==> config.mk <==
export PLATFORM = sky130hd
export DESIGN_NAME = multicycle_controller
export DESIGN_NICKNAME = d
export VERILOG_FILES = /design/src/rtl/multicycle_controller.sv
export SDC_FILE = /design/constraint.sdc
export NUM_CORES = 1
export LEC_CHECK = 0
export CAP_MARGIN = 10
export CORE_MARGIN = 4
export CORE_UTILIZATION = 45
export DETAILED_ROUTE_END_ITERATION = 6
export PLACE_DENSITY = 0.8
export SLEW_MARGIN = 30
export SYNTH_ARGS = -nofsm -noshare
export SYNTH_HDL_FRONTEND = slang
export SYNTH_SLANG_ARGS = --single-unit
export TNS_END_PERCENT = 5
==> constraint.sdc <==
create_clock -name clk -period 2.8 [get_ports clk]
set_input_delay 0.56 -clock clk [delete_from_list [all_inputs] [get_ports clk]]
set_output_delay 0.56 -clock clk [all_outputs]
set_load 0.01 [all_outputs]
==> src/rtl/multicycle_controller.sv <==
// Main control FSM for the multicycle MIPS datapath: sequences fetch, decode,
// execute, memory and writeback from the opcode, stalling on mem_ready.
module multicycle_controller #(
  parameter int unsigned USE_MEM_READY = 1
) (
  input  logic       clk,
  input  logic       reset,
  input  logic [5:0] opcode,
  input  logic       zero,
  input  logic       mem_ready,
  output logic       mem_req,
  output logic       mem_write,
  output logic       iord,
  output logic       ir_write,
  output logic       pc_en,
  output logic       reg_dst,
  output logic       mem_to_reg,
  output logic       reg_write,
  output logic       alu_src_a,
  output logic [1:0] alu_src_b,
  output logic [1:0] pc_src,
  output logic [1:0] alu_op,
  output logic       illegal_op,
  output logic [3:0] state_dbg
);

  typedef enum logic [3:0] {
    S_RST    = 4'd0,
    S_FETCH  = 4'd1,
    S_DECODE = 4'd2,
    S_MEMADR = 4'd3,
    S_MEMRD  = 4'd4,
    S_MEMWB  = 4'd5,
    S_MEMWR  = 4'd6,
    S_EXEC   = 4'd7,
    S_ALUWB  = 4'd8,
    S_BRANCH = 4'd9,
    S_ADDIEX = 4'd10,
    S_ADDIWB = 4'd11,
    S_JUMP   = 4'd12
  } state_t;

  localparam logic [5:0] OP_RTYPE = 6'b000000;
  localparam logic [5:0] OP_LW    = 6'b100011;
  localparam logic [5:0] OP_SW    = 6'b101011;
  localparam logic [5:0] OP_BEQ   = 6'b000100;
  localparam logic [5:0] OP_ADDI  = 6'b001000;
  localparam logic [5:0] OP_J     = 6'b000010;

  typedef struct packed {
    logic       mem_req;
    logic       iord;
    logic       reg_dst;
    logic       mem_to_reg;
    logic       reg_write;
    logic       alu_src_a;
    logic [1:0] alu_src_b;
    logic [1:0] pc_src;
    logic [1:0] alu_op;
    logic       branch;
    logic       jump;
  } ctrl_t;

  state_t state_q, state_d;
  ctrl_t  ctrl_q, ctrl_d;
  logic   illegal_q, illegal_d;
  logic   rdy;
  logic   pc_write;

  assign rdy = (USE_MEM_READY != 0) ? mem_ready : 1'b1;

  // State-only controls, decoded from the state about to be entered so the
  // registered copy always matches the current state.
  function automatic ctrl_t decode(input state_t s);
    ctrl_t c;
    c = '0;
    case (s)
      S_FETCH: begin
        c.mem_req   = 1'b1;
        c.alu_src_b = 2'b01;
      end
      S_DECODE: c.alu_src_b = 2'b11;
      S_MEMADR: begin
        c.alu_src_a = 1'b1;
        c.alu_src_b = 2'b10;
      end
      S_MEMRD, S_MEMWR: begin
        c.mem_req = 1'b1;
        c.iord    = 1'b1;
      end
      S_MEMWB: begin
        c.mem_to_reg = 1'b1;
        c.reg_write  = 1'b1;
      end
      S_EXEC: begin
        c.alu_src_a = 1'b1;
        c.alu_op    = 2'b10;
      end
      S_ALUWB: begin
        c.reg_dst   = 1'b1;
        c.reg_write = 1'b1;
      end
      S_BRANCH: begin
        c.alu_src_a = 1'b1;
        c.alu_op    = 2'b01;
        c.pc_src    = 2'b01;
        c.branch    = 1'b1;
      end
      S_ADDIEX: begin
        c.alu_src_a = 1'b1;
        c.alu_src_b = 2'b10;
      end
      S_ADDIWB: c.reg_write = 1'b1;
      S_JUMP: begin
        c.pc_src = 2'b10;
        c.jump   = 1'b1;
      end
      default: c = '0;
    endcase
    return c;
  endfunction

  always_comb begin
    state_d   = state_q;
    illegal_d = illegal_q;
    case (state_q)
      S_RST:    state_d = S_FETCH;
      S_FETCH:  if (rdy) state_d = S_DECODE;
      S_DECODE: begin
        case (opcode)
          OP_LW, OP_SW: state_d = S_MEMADR;
          OP_RTYPE:     state_d = S_EXEC;
          OP_BEQ:       state_d = S_BRANCH;
          OP_ADDI:      state_d = S_ADDIEX;
          OP_J:         state_d = S_JUMP;
          default: begin
            state_d   = S_FETCH;
            illegal_d = 1'b1;
          end
        endcase
      end
      S_MEMADR: state_d = (opcode == OP_SW) ? S_MEMWR : S_MEMRD;
      S_MEMRD:  if (rdy) state_d = S_MEMWB;
      S_MEMWR:  if (rdy) state_d = S_FETCH;
      S_EXEC:   state_d = S_ALUWB;
      S_ADDIEX: state_d = S_ADDIWB;
      S_MEMWB, S_ALUWB, S_BRANCH, S_ADDIWB, S_JUMP: state_d = S_FETCH;
      default:  state_d = S_RST;
    endcase
    ctrl_d = decode(state_d);
  end

  always_ff @(posedge clk or posedge reset) begin
    if (reset) begin
      state_q   <= S_RST;
      ctrl_q    <= '0;
      illegal_q <= 1'b0;
    end else begin
      state_q   <= state_d;
      ctrl_q    <= ctrl_d;
      illegal_q <= illegal_d;
    end
  end

  // Handshake strobes qualify the registered state with the live ready.
  assign ir_write   = (state_q == S_FETCH) & rdy;
  assign mem_write  = (state_q == S_MEMWR) & rdy;
  assign pc_write   = ir_write | ctrl_q.jump;
  assign pc_en      = pc_write | (ctrl_q.branch & zero);

  assign mem_req    = ctrl_q.mem_req;
  assign iord       = ctrl_q.iord;
  assign reg_dst    = ctrl_q.reg_dst;
  assign mem_to_reg = ctrl_q.mem_to_reg;
  assign reg_write  = ctrl_q.reg_write;
  assign alu_src_a  = ctrl_q.alu_src_a;
  assign alu_src_b  = ctrl_q.alu_src_b;
  assign pc_src     = ctrl_q.pc_src;
  assign alu_op     = ctrl_q.alu_op;
  assign illegal_op = illegal_q;
  assign state_dbg  = state_q;

endmodule

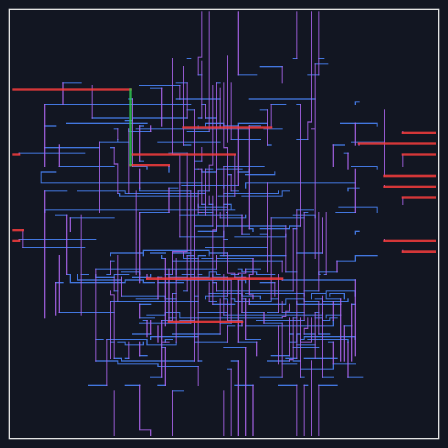
Figure 1: metal layers overlaid.
Red shows met3, wire length 117 um. Blue shows met1, wire length 927 um. Green shows met4, wire length 9.50 um. Purple shows met2, wire length 999 um.
DR vias: 793
drt total wl: 2050 um
DR WL/cell: 13.2 um
GRT Overall Usage: 16.1%

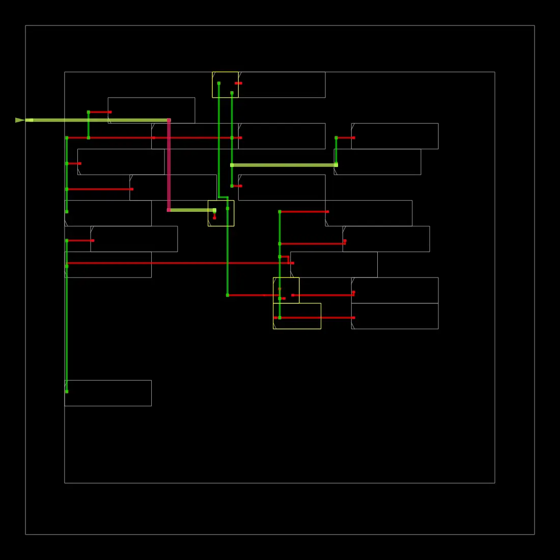
Figure 2: clock wiring as the flow saved it.
CLK BUF: 4
clock group total power: 0.156 mW
total clock sinks: 18
skew final: 9.38 ps

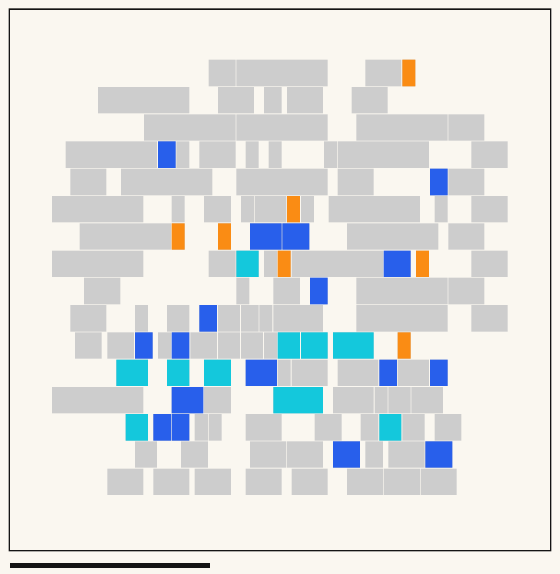
Figure 3: logic cells by family.
Bar = 20 um.
Blue shows inverting AOI/OAI gates, cells 17, most used o21ai_0. Cyan shows AND and OR gates, cells 10, most used or3_1. Orange shows inverters, cells 7, most used inv_1, where centre.
final std cells w/o fill: 155
Commonest Layout Cell: clkdlybuf4s50_1
multi-input combinational area share: 32.5%

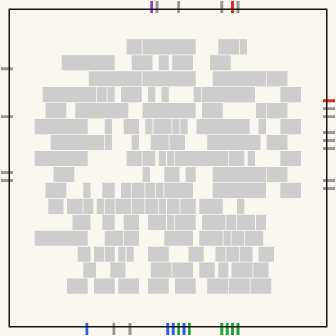
Figure 4: ports around the boundary.
Pins as bars across the die edge, other pins in grey.
Green shows opcode, pins 6, direction input, edge bottom. Red shows pc_src, pins 2, direction output, edge 1 right, 1 top. Purple shows iord, pins 1, direction output, edge top. Blue shows state_dbg, pins 4, direction output, edge bottom.
All pins by edge: 12 bottom, 8 right, 6 top, 4 left.
Die H: 53.9 um
Die X: 53.9 um
Buffers on Ports: 29

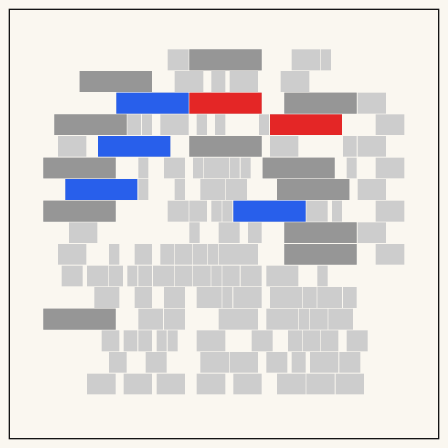
Figure 5: sequential cells coloured by netlist name.
Other sequential cells in the stronger grey, the rest of the logic in the fainter grey.
Red shows pc_src, flops 2. Blue shows state_dbg, flops 4.
Seq/total area: 35.4%
Reg area: 450 um2
Seq group: 0.397 mW
Finished Core Util: 64.3%

==> flow_summary.ini <==
; implementation run metrics
[min_path]
hp-class = reg -> reg

[logic_synthesis]
area_leaders = dfrtp_1, nor2_1, buf_4
edf_count = 0
syn_area_per_cell_um2 = 9.38
synth_cell_types = 35
ys_top_cells_by_count = dfrtp_1, nor2_1, buf_4, o21ai_0, inv_1

[die]
taps = 27
rows = 16

[sta]
hold_slack_ps = 488
layout_setup_ws_ps = 179
hold_viol = 0
slew-limit-headroom_pct = 57.5

[critical_path]
worstSetupStartpointType = input pin
path_delay_family = buffers and inverters
path_common_cell = clkdlybuf4s50_1
path_depth = 5

[final_layout]
fill_cells = 165
layout_top_cells = clkdlybuf4s50_1, dfrtp_1, nor2_1
ff_count = 18
drive_above_1_share_pct = 8.59

[pwr]
sw_frac_of_total_pct = 37.8
leakage_nw = 0.561

[run_status]
status = complete, no violations

[grt]
grt_use_met3_pct = 3.32
grt_pass1_vias = 714

[route]
highest_layer = met4
Power figures rest on the tool's default switching activity, not on a simulated workload.
